[src/rtl/instr_decode_reg_pkg.sv]
// Shared constants and types for the registered instruction decode stage:
// field widths and positions, opcode values and the occupancy state encoding.
package instr_decode_reg_pkg;

  localparam int INSTRWIDTH = 16;
  localparam int IMMWIDTH   = 8;
  localparam int FIELDWIDTH = 4;

  localparam int OPC_LSB   = 12;
  localparam int RDEST_LSB = 8;
  localparam int EXT_LSB   = 4;
  localparam int RSRC_LSB  = 0;
  localparam int IMM_LSB   = 0;

  localparam logic [3:0] OP_REG  = 4'b0000;
  localparam logic [3:0] OP_ANDI = 4'b0001;
  localparam logic [3:0] OP_ORI  = 4'b0010;
  localparam logic [3:0] OP_XORI = 4'b0011;
  localparam logic [3:0] OP_MEM  = 4'b0100;

  typedef enum logic [1:0] {
    ST_EMPTY = 2'd0,
    ST_ONE   = 2'd1,
    ST_FULL  = 2'd2
  } occ_state_e;

endpackage

[src/rtl/instr_decode_reg_fields.sv]
// Purely combinational field splitter: one 16-bit instruction word in,
// register/immediate fields and the two immediate-class flags out.
module instr_fields
  import instr_decode_reg_pkg::*;
(
  input  logic [INSTRWIDTH-1:0] instr,
  output logic [FIELDWIDTH-1:0] opcode,
  output logic [FIELDWIDTH-1:0] ext,
  output logic [FIELDWIDTH-1:0] rdest,
  output logic [FIELDWIDTH-1:0] rsrc,
  output logic [IMMWIDTH-1:0]   imm,
  output logic                  is_imm,
  output logic                  imm_zext
);

  assign opcode = instr[OPC_LSB   +: FIELDWIDTH];
  assign rdest  = instr[RDEST_LSB +: FIELDWIDTH];
  assign ext    = instr[EXT_LSB   +: FIELDWIDTH];
  assign rsrc   = instr[RSRC_LSB  +: FIELDWIDTH];
  assign imm    = instr[IMM_LSB   +: IMMWIDTH];

  // Register-form and memory-form instructions carry no immediate operand.
  assign is_imm   = (opcode != OP_REG) && (opcode != OP_MEM);
  assign imm_zext = (opcode == OP_ANDI) || (opcode == OP_ORI) || (opcode == OP_XORI);

endmodule

[src/rtl/instr_decode_reg.sv]
// Registered decode stage with a 2-entry skid buffer: main register drives the
// decoded outputs, skid register absorbs one word so in_ready can be registered.
module instr_decode_reg
  import instr_decode_reg_pkg::*;
(
  input  logic                  clk,
  input  logic                  reset,
  input  logic                  flush,
  input  logic [INSTRWIDTH-1:0] in_instr,
  input  logic                  in_valid,
  output logic                  in_ready,
  output logic                  out_valid,
  input  logic                  out_ready,
  output logic [FIELDWIDTH-1:0] opcode,
  output logic [FIELDWIDTH-1:0] ext,
  output logic [FIELDWIDTH-1:0] rdest,
  output logic [FIELDWIDTH-1:0] rsrc,
  output logic [IMMWIDTH-1:0]   imm,
  output logic                  is_imm,
  output logic                  imm_zext,
  output logic [1:0]            dbg_state
);

  // Handshake: a word moves across a port only at a rising edge where both
  // valid and ready are 1; in_ready comes from a flop, never from out_ready.

  occ_state_e            r_state;
  occ_state_e            w_state_nxt;
  logic                  r_in_ready;
  logic [INSTRWIDTH-1:0] r_main;
  logic [INSTRWIDTH-1:0] r_skid;
  logic                  w_main_vld;
  logic                  w_in_xfer;
  logic                  w_out_xfer;

  assign w_in_xfer  = in_valid && r_in_ready;
  assign w_out_xfer = w_main_vld && out_ready;
  assign in_ready   = r_in_ready;

  always_ff @(posedge clk) begin
    if (reset) begin
      r_state    <= ST_EMPTY;
      r_in_ready <= 1'b1;
    end else begin
      r_state    <= w_state_nxt;
      r_in_ready <= (w_state_nxt != ST_FULL);
    end
  end

  always_comb begin
    w_state_nxt = r_state;
    case (r_state)
      ST_EMPTY: if (w_in_xfer) w_state_nxt = ST_ONE;
      ST_ONE: begin
        if (w_in_xfer && !w_out_xfer)      w_state_nxt = ST_FULL;
        else if (!w_in_xfer && w_out_xfer) w_state_nxt = ST_EMPTY;
      end
      ST_FULL:  if (w_out_xfer) w_state_nxt = ST_ONE;
      default:  w_state_nxt = ST_EMPTY;
    endcase
    if (flush) w_state_nxt = ST_EMPTY;
  end

  always_comb begin
    w_main_vld = (r_state != ST_EMPTY);
    out_valid  = w_main_vld;
    dbg_state  = r_state;
  end

  // A flushed word is dropped by the state change alone; data regs keep their
  // contents so the field outputs stay stable until the next load.
  always_ff @(posedge clk) begin
    if (reset) begin
      r_main <= '0;
      r_skid <= '0;
    end else if (!flush) begin
      case (r_state)
        ST_EMPTY: if (w_in_xfer) r_main <= in_instr;
        ST_ONE: begin
          if (w_in_xfer && w_out_xfer) r_main <= in_instr;
          else if (w_in_xfer)          r_skid <= in_instr;
        end
        ST_FULL:  if (w_out_xfer) r_main <= r_skid;
        default: ;
      endcase
    end
  end

  instr_fields u_fields (
    .instr    (r_main),
    .opcode   (opcode),
    .ext      (ext),
    .rdest    (rdest),
    .rsrc     (rsrc),
    .imm      (imm),
    .is_imm   (is_imm),
    .imm_zext (imm_zext)
  );

endmodule

[config.mk]
export PLATFORM = sky130hd
export DESIGN_NAME = instr_decode_reg
export DESIGN_NICKNAME = d
export VERILOG_FILES = /design/src/rtl/instr_decode_reg_pkg.sv /design/src/rtl/instr_decode_reg_fields.sv /design/src/rtl/instr_decode_reg.sv
export SDC_FILE = /design/constraint.sdc
export NUM_CORES = 1
export LEC_CHECK = 0
export CORE_UTILIZATION = 45
export CTS_CLUSTER_SIZE = 14
export DETAILED_ROUTE_END_ITERATION = 8
export DONT_BUFFER_PORTS = 1
export PLACE_DENSITY = 0.69
export SLEW_MARGIN = 20
export SYNTH_ARGS = -nofsm -noshare
export SYNTH_HDL_FRONTEND = slang
export SYNTH_SLANG_ARGS = --single-unit
[constraint.sdc]
create_clock -name clk -period 1.56 [get_ports clk]
set_input_delay 0.234 -clock clk [delete_from_list [all_inputs] [get_ports clk]]
set_output_delay 0.234 -clock clk [all_outputs]
set_load 0.05 [all_outputs]
run_1/cell_classes.png
The bar under the picture is 20 um long.
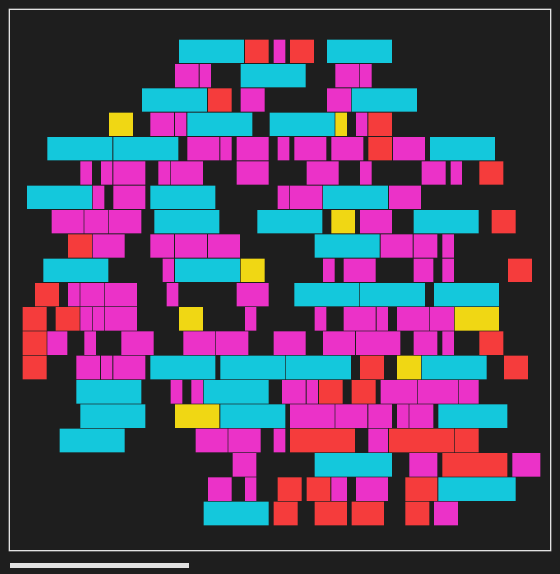
Yellow is clock drivers and dummy loads, cells 8. Cyan is flip-flops, cells 35. Red is other buffers and delay cells, cells 30. Magenta is all other logic, cells 99.

run_1/clock_map.png
The bar under the picture is 20 um long.
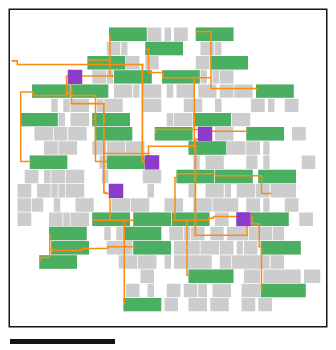
Green is flip-flops, count 35. Purple is cells driving clock nets, count 5. Orange is clock wires, length 405 um.
There are 6 routed clock nets. Position of the flops: widely spread.
clock network power consumption: 0.553 mW
clock latency of the later-clocked register in the worst-skew pair: 0.34 ns
proportion of power drawn by the clock network: 28.3%
clk_skew: 0.00867 ns

==> impl_results.html, run 1 <==
<p>Metrics extracted from the flow reports.</p>
<table>
<tr><th>Metric</th><th>Value</th></tr>
<tr><th colspan="2">Run status</th></tr>
<tr><td>Outcome</td><td>finished clean</td></tr>
<tr><th colspan="2">Synth</th></tr>
<tr><td>Count of cell types in the netlist</td><td>25</td></tr>
<tr><td>Count of flip-flops with a built-in enable after synthesis</td><td>0</td></tr>
<tr><td>Synth flops</td><td>35</td></tr>
<tr><td>Cell count after synthesis</td><td>~150</td></tr>
<tr><td>Top cells by area</td><td>sky130_fd_sc_hd__dfxtp_1 (46%), sky130_fd_sc_hd__mux2i_1 (22%), sky130_fd_sc_hd__nor2_1 (8.3%)</td></tr>
<tr><td>Yosys stat area</td><td>1530 sq um</td></tr>
<tr><td>Synthesized area</td><td>about 1500 sq um</td></tr>
<tr><td>Fraction of registers with async set or reset after synthesis</td><td>0%</td></tr>
<tr><td>Total nets after synthesis</td><td>174</td></tr>
<tr><td>Fraction of the yosys area taken by sequential cells</td><td>between 40% and 50%</td></tr>
<tr><td>Mapped Avg Cell Area</td><td>approximately 10 sq um</td></tr>
<tr><td>Top FF cell, synth</td><td>sky130_fd_sc_hd__dfxtp_1</td></tr>
<tr><td>YS warnings</td><td>0</td></tr>
<tr><th colspan="2">Detailed routing</th></tr>
<tr><td>DRC violation count after routing</td><td>0</td></tr>
<tr><td>Ratio of routed vias to standard cells</td><td>roughly 5.4</td></tr>
<tr><td>Final routed wire length divided by cell count</td><td>around 14 um</td></tr>
<tr><td>Number of detailed-route iterations in the first pass</td><td>4</td></tr>
<tr><td>Routed via count</td><td>roughly 1200</td></tr>
<tr><td>Iter 0 DRT Violations</td><td>about 69</td></tr>
<tr><td>WL final</td><td>roughly 3100 um</td></tr>
<tr><td>Final antenna-violating net count</td><td>0</td></tr>
<tr><th colspan="2">Timing</th></tr>
<tr><td>Final worst path period share</td><td>a little over nine tenths</td></tr>
<tr><td>Upper clock frequency limit</td><td>around 0.66 GHz</td></tr>
<tr><td>Hold Slack</td><td>about 0.037 ns</td></tr>
<tr><td>Final TNS setup</td><td>0 ns</td></tr>
<tr><td>Max transition margin</td><td>between 80 and 90%</td></tr>
<tr><td>Final critical path time including I/O delays and setup</td><td>roughly 1.5 ns</td></tr>
<tr><td>Setup repair after global routing missed its margin</td><td>yes</td></tr>
<tr><td>Final setup viols</td><td>0</td></tr>
<tr><th colspan="2">Global routing</th></tr>
<tr><td>Overall global routing resource usage</td><td>between 10% and 20%</td></tr>
<tr><td>Total grt overflow</td><td>0</td></tr>
<tr><td>Maximum number of pins on one net before global-route repair</td><td>35</td></tr>
<tr><td>Via count of the first global-routing pass</td><td>roughly 1100</td></tr>
<tr><td>Number of antenna violations at the first check in global routing</td><td>0</td></tr>
<tr><td>Wire length of the first global-routing pass</td><td>about 5000 um</td></tr>
<tr><th colspan="2">Clock tree</th></tr>
<tr><td>CTS tree</td><td>done</td></tr>
<tr><td>Cell at the root of the clock tree</td><td>sky130_fd_sc_hd__clkbuf_4</td></tr>
<tr><td>CTS Buf Count</td><td>5</td></tr>
<tr><td>Post-CTS setup buffers</td><td>0</td></tr>
<tr><td>Number of levels in the clock H-tree</td><td>2</td></tr>
<tr><td>Clock transition at the register clock pins on the worst setup and hold paths after CTS</td><td>0.10 ns</td></tr>
<tr><td>Maximum clock insertion buffer count</td><td>2</td></tr>
<tr><th colspan="2">Finish</th></tr>
<tr><td>Filler cell count</td><td>a little over 300</td></tr>
<tr><td>Final Non-Filler Cells</td><td>216</td></tr>
<tr><td>Post-route design area</td><td>1820 sq um</td></tr>
<tr><td>Number of nets in the layout</td><td>192</td></tr>
<tr><td>Area growth from synthesis to final layout</td><td>18.8%</td></tr>
<tr><td>Core utilization of the finished layout</td><td>between 50% and 60%</td></tr>
<tr><td>Layout cell share with drive strength beyond 1</td><td>roughly a quarter</td></tr>
<tr><td>Diode count</td><td>0</td></tr>
<tr><th colspan="2">Floorplanning</th></tr>
<tr><td>Pre-placement core utilization</td><td>between 40% and 50%</td></tr>
<tr><td>Overall die width</td><td>just over 60 um</td></tr>
<tr><td>I/O pin count</td><td>51</td></tr>
<tr><td>Core Region</td><td>roughly 3200 sq um</td></tr>
<tr><td>Overall die height</td><td>between 60 and 70 um</td></tr>
<tr><td>Overall die area</td><td>between 3000 and 4000 sq um</td></tr>
<tr><th colspan="2">Worst setup path</th></tr>
<tr><td>Critical Setup Path Class</td><td>register to register</td></tr>
<tr><td>Cell breakdown of the critical path</td><td>nor2b_4 -&gt; or4b_4 -&gt; buf_12 -&gt; mux2i_1 -&gt; nor2_1</td></tr>
<tr><td>CP endpoint kind</td><td>register</td></tr>
<tr><td>CP max FO</td><td>16</td></tr>
<tr><td>Highest cell delay on the worst timing path</td><td>0.48 ns</td></tr>
<tr><td>Arrival time at the worst endpoint</td><td>about 1.7 ns</td></tr>
<tr><td>Element type at the critical path start</td><td>register</td></tr>
<tr><td>Library cell contributing the largest single delay on the critical path</td><td>sky130_fd_sc_hd__or4b_4</td></tr>
<tr><th colspan="2">Place</th></tr>
<tr><td>Inst Count DP</td><td>just over 200</td></tr>
<tr><td>Placed Instance Area</td><td>between 1500 and 2000 sq um</td></tr>
<tr><td>Half-perimeter wire length after placement</td><td>roughly 2200 um</td></tr>
<tr><td>Placement Setup Slack</td><td>roughly 0.072 ns</td></tr>
<tr><td>Final weighted congestion in routability-driven placement</td><td>just over 0.8</td></tr>
<tr><th colspan="2">Flow run</th></tr>
<tr><td>Tally of max-capacitance violations</td><td>0</td></tr>
<tr><td>Tool Warnings</td><td>28</td></tr>
<tr><th colspan="2">Pwr</th></tr>
<tr><td>IR drop worst, VDD</td><td>about 0.5 mV</td></tr>
<tr><td>Total design power</td><td>approximately 2.0 mW</td></tr>
<tr><td>Leakage dissipation</td><td>roughly 0.94 nW</td></tr>
<tr><td>Total power per unit cell area</td><td>approximately 1100 nW/um^2</td></tr>
<tr><th colspan="2">Min path</th></tr>
<tr><td>HP Class</td><td>input port to register</td></tr>
</table>
run_1/gate_families.png
The bar under the picture is 20 um long.
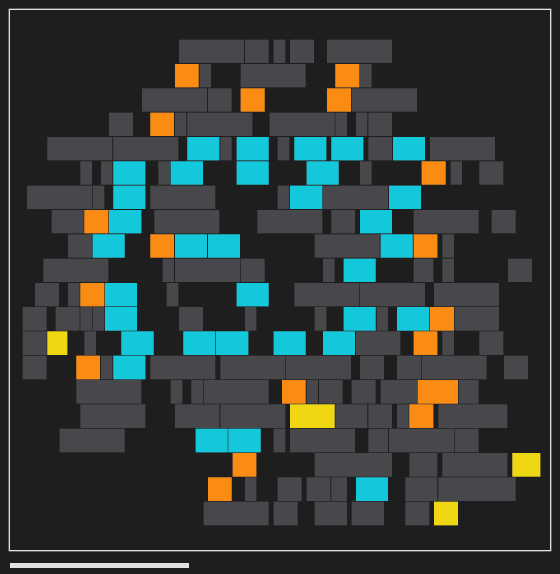
Orange is inverting AOI/OAI gates, cells 18, where widely spread. Yellow is AND and OR gates, cells 4. Cyan is multiplexers, cells 33.

run_1/final_clocks.png
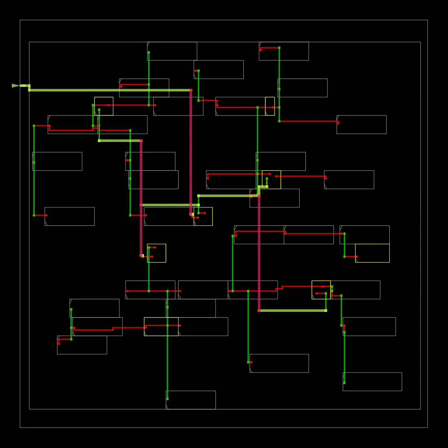
clock buffer count: 8
number of sinks on the clock net: 35
number of sequential cells: 35

run 1: sequential cells by signal (all words and copies together) (netlist names):
| register | flops |
|---|---|
| in_ready | 1 |
| dbg_state | 2 |
| r_skid | 16 |
| r_main | 16 |
run 1: path summary, 6_finish.rpt:
| check | from | to | slack [ns] | depth (start not counted) |
|---|---|---|---|---|
| min reg2reg | r_skid[6] | r_skid[6] | 0.50 | 2 |
| max | dbg_state[0] | r_skid[12] | 0.05 | 5 |
| max reg2reg | dbg_state[0] | r_skid[12] | 0.05 | 5 |
| min | in_instr[6] | r_skid[6] | 0.04 | 2 |
run 1: worst max-delay path, delay by kind of cell (launching register included):
kind | cells | cell delay [ns]
mux | 1 | 0.16
simple gates | 3 | 0.68
flops | 1 | 0.37
buf+inv | 1 | 0.18
run 1: area by class of cell:
cell class              count  area (sq um)  area share (%)
multi-input cells          99           719            39.5
flip-flops and latches     35           709            38.9
repair buffers             30           270            14.8
clock buffers               8          68.8            3.77
well taps                  44          55.1            3.02
run 1: what timing repair did:
action	in CTS	in global routing
hold endpoints to repair	35	1
resized	1	5
setup endpoints to repair	1	14
hold buffers	4	1
run 1: where the power goes:
part           switching [mW]  internal (mW)
combinational           0.317          0.131
sequential             0.0247          0.931
clock                   0.288          0.265
run 1: layout by cell type, fill, tap and decap left out, types with 2 or more instances in the layout:
| cell type | synthesis | routed |
|---|---|---|
| sky130_fd_sc_hd__a211oi_1 | 16 | 16 |
| sky130_fd_sc_hd__buf_12 | 1 | 3 |
| sky130_fd_sc_hd__buf_4 | 9 | 24 |
| sky130_fd_sc_hd__clkbuf_4 | 0 | 5 |
| sky130_fd_sc_hd__clkbuf_8 | 0 | 2 |
| sky130_fd_sc_hd__dfxtp_1 | 35 | 32 |
| sky130_fd_sc_hd__dfxtp_4 | 0 | 2 |
| sky130_fd_sc_hd__dlygate4sd3_1 | 0 | 3 |
| sky130_fd_sc_hd__mux2i_1 | 33 | 33 |
| sky130_fd_sc_hd__nor2_1 | 34 | 34 |
run 1: synth_stat cells, types with 2 or more instances:
cell and n:
sky130_fd_sc_hd__buf_4 9, sky130_fd_sc_hd__nor2_1 34, sky130_fd_sc_hd__nor3_1 2, sky130_fd_sc_hd__mux2i_1 33, sky130_fd_sc_hd__buf_2 4, sky130_fd_sc_hd__a211oi_1 16
sky130_fd_sc_hd__clkbuf_1 3, sky130_fd_sc_hd__dfxtp_1 35
run 1: per-layer routing:
layer	part of all wire [%]	up-vias	wire length [um]	GRT usage [%]
li1	-	564	-	-
met3	7.0	7	217	7.25
met2	49	33	1530	33.1
met1	42	555	1300	20.4
met5	0	-	0	0
met4	1.7	0	52	9.30
run 1: kinds of logic after synthesis:
group | synth area share, %
flops | 45.7
mux | 21.5
simple gates | 14.4
buf+inv | 9.05
compound gates | 9.38
==> run 2: changes to the inputs <==
CORE_UTILIZATION = 48   (was 45)
PLACE_DENSITY = 0.72   (was 0.69)
run_2/clock_map.png
The bar under the picture is 20 um long.
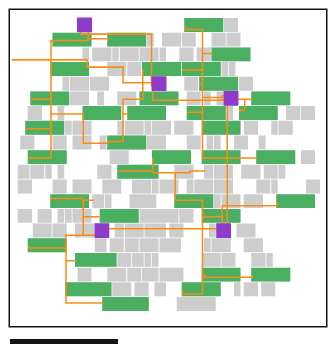
Green is flip-flops, count 35. Purple is cells driving clock nets, count 5. Orange is clock wires, length 400 um.
There are 6 routed clock nets.
clock network power consumption: 0.476 mW
clk_skew: 0.0103 ns
proportion of power drawn by the clock network: 25.4%

run_2/final_clocks.png
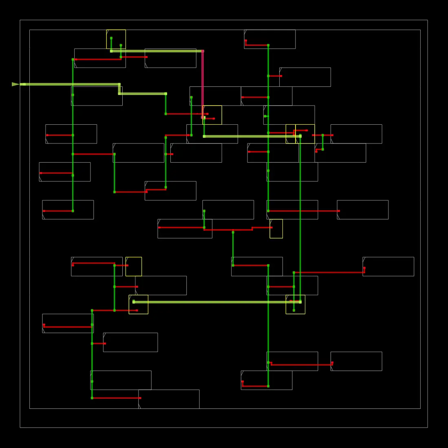
CTS Buf Count: 5
clock buffer count: 6

run_2/pdn.png
Pins as bars on the die edge. Tap cells in gray.
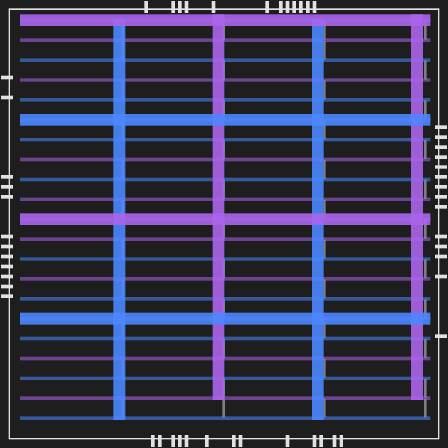
Purple is VDD. Blue is VSS.
4 straps on met4. 21 met1 rails follow the rows. 44 tap cells.

==> run 2 against run 1 <==
First-iteration DRC count is 61% lower. Maximum frequency is 0.91% higher. Largest power group unchanged. Critical path type is now register to primary output. Clock power is 14% lower.
==> impl_results.html, run 2 <==
<p>Metrics extracted from the flow reports.</p>
<table>
<tr><th>Metric</th><th>Value</th></tr>
<tr><th colspan="2">Run status</th></tr>
<tr><td>Outcome</td><td>finished clean</td></tr>
<tr><th colspan="2">Worst setup path</th></tr>
<tr><td>Cell breakdown of the critical path</td><td>or3_1 -&gt; buf_4</td></tr>
<tr><td>Worst reg2reg startpoint</td><td>dbg_state[0]</td></tr>
<tr><td>R2R Setup Slk</td><td>0.10 ns (+0.05 ns)</td></tr>
<tr><td>CP endpoint kind</td><td>primary output</td></tr>
<tr><td>RR Endpoint</td><td>r_skid[11]</td></tr>
<tr><td>Arrival time at the worst endpoint</td><td>1.26 ns (-0.48 ns)</td></tr>
<tr><td>Element type at the critical path start</td><td>register</td></tr>
<tr><td>Critical Setup Path Class</td><td>register to primary output</td></tr>
<tr><td>Library cell contributing the largest single delay on the critical path</td><td>sky130_fd_sc_hd__or3_1</td></tr>
<tr><td>Worst Reg-to-Reg Cells</td><td>5 (unchanged)</td></tr>
<tr><th colspan="2">Floorplanning</th></tr>
<tr><td>Core Region</td><td>3050 sq um (-3.2%)</td></tr>
<tr><td>Overall die area</td><td>3430 sq um (-6.0%)</td></tr>
<tr><td>Overall die height</td><td>58.5 um (-3.1%)</td></tr>
<tr><td>I/O pin count</td><td>51 (unchanged)</td></tr>
<tr><td>Overall die width</td><td>58.5 um (-3.1%)</td></tr>
<tr><th colspan="2">Global routing</th></tr>
<tr><td>Overall global routing resource usage</td><td>19.3% (+0.14 points)</td></tr>
<tr><td>Maximum number of pins on one net before global-route repair</td><td>36 (+2.9%)</td></tr>
<tr><td>Number of antenna violations at the first check in global routing</td><td>0 (unchanged)</td></tr>
<tr><td>Wire length of the first global-routing pass</td><td>4970 um (-1.5%)</td></tr>
<tr><td>Via count of the first global-routing pass</td><td>1070 (-5.1%)</td></tr>
<tr><th colspan="2">Finish</th></tr>
<tr><td>Filler cell count</td><td>282 (-6.6%)</td></tr>
<tr><td>Number of nets in the layout</td><td>190 (-1.0%)</td></tr>
<tr><td>Diode count</td><td>0 (unchanged)</td></tr>
<tr><td>Highest-count cells in the layout ignoring fill and taps</td><td>sky130_fd_sc_hd__nor2_1 (34), sky130_fd_sc_hd__mux2i_1 (33), sky130_fd_sc_hd__dfxtp_1 (31)</td></tr>
<tr><td>Most instantiated logic cell after routing</td><td>sky130_fd_sc_hd__nor2_1</td></tr>
<tr><td>Area growth from synthesis to final layout</td><td>15.6%</td></tr>
<tr><td>Final Non-Filler Cells</td><td>214 (-0.93%)</td></tr>
<tr><td>Reg area</td><td>711 sq um (+0.18%)</td></tr>
<tr><th colspan="2">Clock tree</th></tr>
<tr><td>Number of sinks on the clock net</td><td>35 (unchanged)</td></tr>
<tr><td>Clock latency of the later-clocked register in the worst-skew pair</td><td>0.34 ns (about the same)</td></tr>
<tr><td>Cell at the root of the clock tree</td><td>sky130_fd_sc_hd__clkbuf_4</td></tr>
<tr><td>Maximum clock insertion buffer count</td><td>2 (unchanged)</td></tr>
<tr><td>Post-CTS setup buffers</td><td>0 (unchanged)</td></tr>
<tr><td>CTS tree</td><td>done</td></tr>
<tr><td>Clock transition at the register clock pins on the worst setup and hold paths after CTS</td><td>0.11 ns (about the same)</td></tr>
<tr><td>Number of levels in the clock H-tree</td><td>2 (unchanged)</td></tr>
<tr><th colspan="2">Detailed routing</th></tr>
<tr><td>WL final</td><td>2970 um (-4.5%)</td></tr>
<tr><td>Routed via count</td><td>1105 (-4.7%)</td></tr>
<tr><td>Iter 0 DRT Violations</td><td>27 (-61%)</td></tr>
<tr><td>Number of detailed-route iterations in the first pass</td><td>4 (unchanged)</td></tr>
<tr><td>DRC violation count after routing</td><td>0 (unchanged)</td></tr>
<tr><td>Final routed wire length divided by cell count</td><td>13.9 um (-3.6%)</td></tr>
<tr><td>Final antenna-violating net count</td><td>0 (unchanged)</td></tr>
<tr><th colspan="2">Place</th></tr>
<tr><td>Final weighted congestion in routability-driven placement</td><td>0.754 (-7.8%)</td></tr>
<tr><td>Half-perimeter wire length after placement</td><td>2090 um (-3.2%)</td></tr>
<tr><td>Inst Count DP</td><td>203 (-0.49%)</td></tr>
<tr><th colspan="2">Pwr</th></tr>
<tr><td>Switching share of total power</td><td>34.2% (+2.0 points)</td></tr>
<tr><td>Combinational share of power</td><td>23.5% (+0.6 points)</td></tr>
<tr><td>Internal cell power</td><td>1.23 mW (-7.2%)</td></tr>
<tr><td>IR drop worst, VDD</td><td>0.501 mV (+0.34%)</td></tr>
<tr><td>Total power per unit cell area</td><td>1060 nW/um^2 (-1.6%)</td></tr>
<tr><td>Register share of total power</td><td>51.1% (+2.3 points)</td></tr>
<tr><th colspan="2">Timing</th></tr>
<tr><td>Upper clock frequency limit</td><td>0.669 GHz (+0.91%)</td></tr>
<tr><td>Setup repair after global routing missed its margin</td><td>no</td></tr>
<tr><td>Hold Slack</td><td>0.0320 ns (-0.00474 ns)</td></tr>
<tr><th colspan="2">Synth</th></tr>
<tr><td>Synthesized area</td><td>1530 sq um (unchanged)</td></tr>
<tr><td>Yosys stat area</td><td>1530 sq um (unchanged)</td></tr>
<tr><td>Count of flip-flops with a built-in enable after synthesis</td><td>0 (unchanged)</td></tr>
<tr><td>Mapped Avg Cell Area</td><td>10.0 sq um (unchanged)</td></tr>
<tr><td>Fraction of the yosys area taken by sequential cells</td><td>45.7% (unchanged)</td></tr>
<tr><td>Top cells by count, synth</td><td>sky130_fd_sc_hd__dfxtp_1 (35), sky130_fd_sc_hd__nor2_1 (34), sky130_fd_sc_hd__mux2i_1 (33), sky130_fd_sc_hd__a211oi_1 (16), sky130_fd_sc_hd__buf_4 (9)</td></tr>
<tr><td>Top FF cell, synth</td><td>sky130_fd_sc_hd__dfxtp_1</td></tr>
<tr><td>Total nets after synthesis</td><td>174 (unchanged)</td></tr>
<tr><td>Count of cell types in the netlist</td><td>25 (unchanged)</td></tr>
<tr><td>Synth flops</td><td>35 (unchanged)</td></tr>
<tr><td>YS warnings</td><td>0 (unchanged)</td></tr>
<tr><td>Most frequent cell after synthesis</td><td>sky130_fd_sc_hd__dfxtp_1</td></tr>
<tr><th colspan="2">Min path</th></tr>
<tr><td>Cells on Worst Hold Path</td><td>2 (unchanged)</td></tr>
<tr><th colspan="2">Flow run</th></tr>
<tr><td>Tally of max-capacitance violations</td><td>0 (unchanged)</td></tr>
</table>
[run 2: layout make-up]
type / instances / share of cell area (%)
clock buffer: 6 / 2.33
tap: 44 / 3.11
clock inverter: 2 / 0.635
multi-input combinational: 99 / 40.1
timing repair buffer: 28 / 13.8
sequential: 35 / 40.1
[run 2: what timing repair did]
action                                  4_1_cts  5_1_grt
resized                                       0        2
endpoints found under the setup margin        0       13
endpoints found under the hold margin        35        0
hold buffers                                  3        0
[run 2: kinds of logic after synthesis]
| family | share of synthesized area [%] |
|---|---|
| multiplexers | 21.5 |
| flip-flops | 45.7 |
| buffers and inverters | 9.05 |
| AND-OR/OR-AND | 9.38 |
| AND/OR/NAND/NOR | 14.4 |
[run 2: routing by layer]
layer  GRT usage [%]  share of wire (%)  vias to the layer above
met4            8.16               0.30                        0
met2            28.1                 47                       39
li1                -                  -                      562
met5               0                  0                        -
met1            24.3                 44                      502
met3            9.23                9.0                        2
[run 2: worst max path at each step]
stage                      end  slack, ns  cells past startpoint
global placement    r_skid[11]       0.10                      5
finish                  is_imm       0.07                      2
CTS                     is_imm       0.03                      2
detailed placement  r_skid[11]       0.07                      5
floorplan           r_skid[10]      -0.08                      6
global route         r_skid[2]     0.0007                      5
[run 2: power by group through the flow]
stage / combinational, mW / clock [mW] / sequential [mW]
after floorplan: 0.234 / 0 / 1.10
after global placement: 0.412 / 0 / 0.974
after detailed placement: 0.418 / 0 / 0.977
after CTS: 0.441 / 0.501 / 0.956
after global routing: 0.466 / 0.544 / 0.962
final: 0.439 / 0.476 / 0.957
[run 2: metrics by stage]
stage	area (sq um)	TNS (ns)	setup WS [ns]	total power, mW
5_1_grt	1770	0	0.000679	1.97
3_5_place_dp	1680	0	0.0654	1.39
6_report	1770	0	0.0663	1.87
2_1_floorplan	1550	-0.854	-0.0796	1.34
3_3_place_gp	1680	0	0.102	1.39
4_1_cts	1770	0	0.0269	1.90
[run 2: worst max-delay path: cells and delay by family (launching register included)]
family / cells / cell delay (ns)
flip-flops: 1 / 0.35
AND/OR/NAND/NOR: 1 / 0.37
buffers and inverters: 1 / 0.20
Power is estimated from default activity; no workload was simulated.
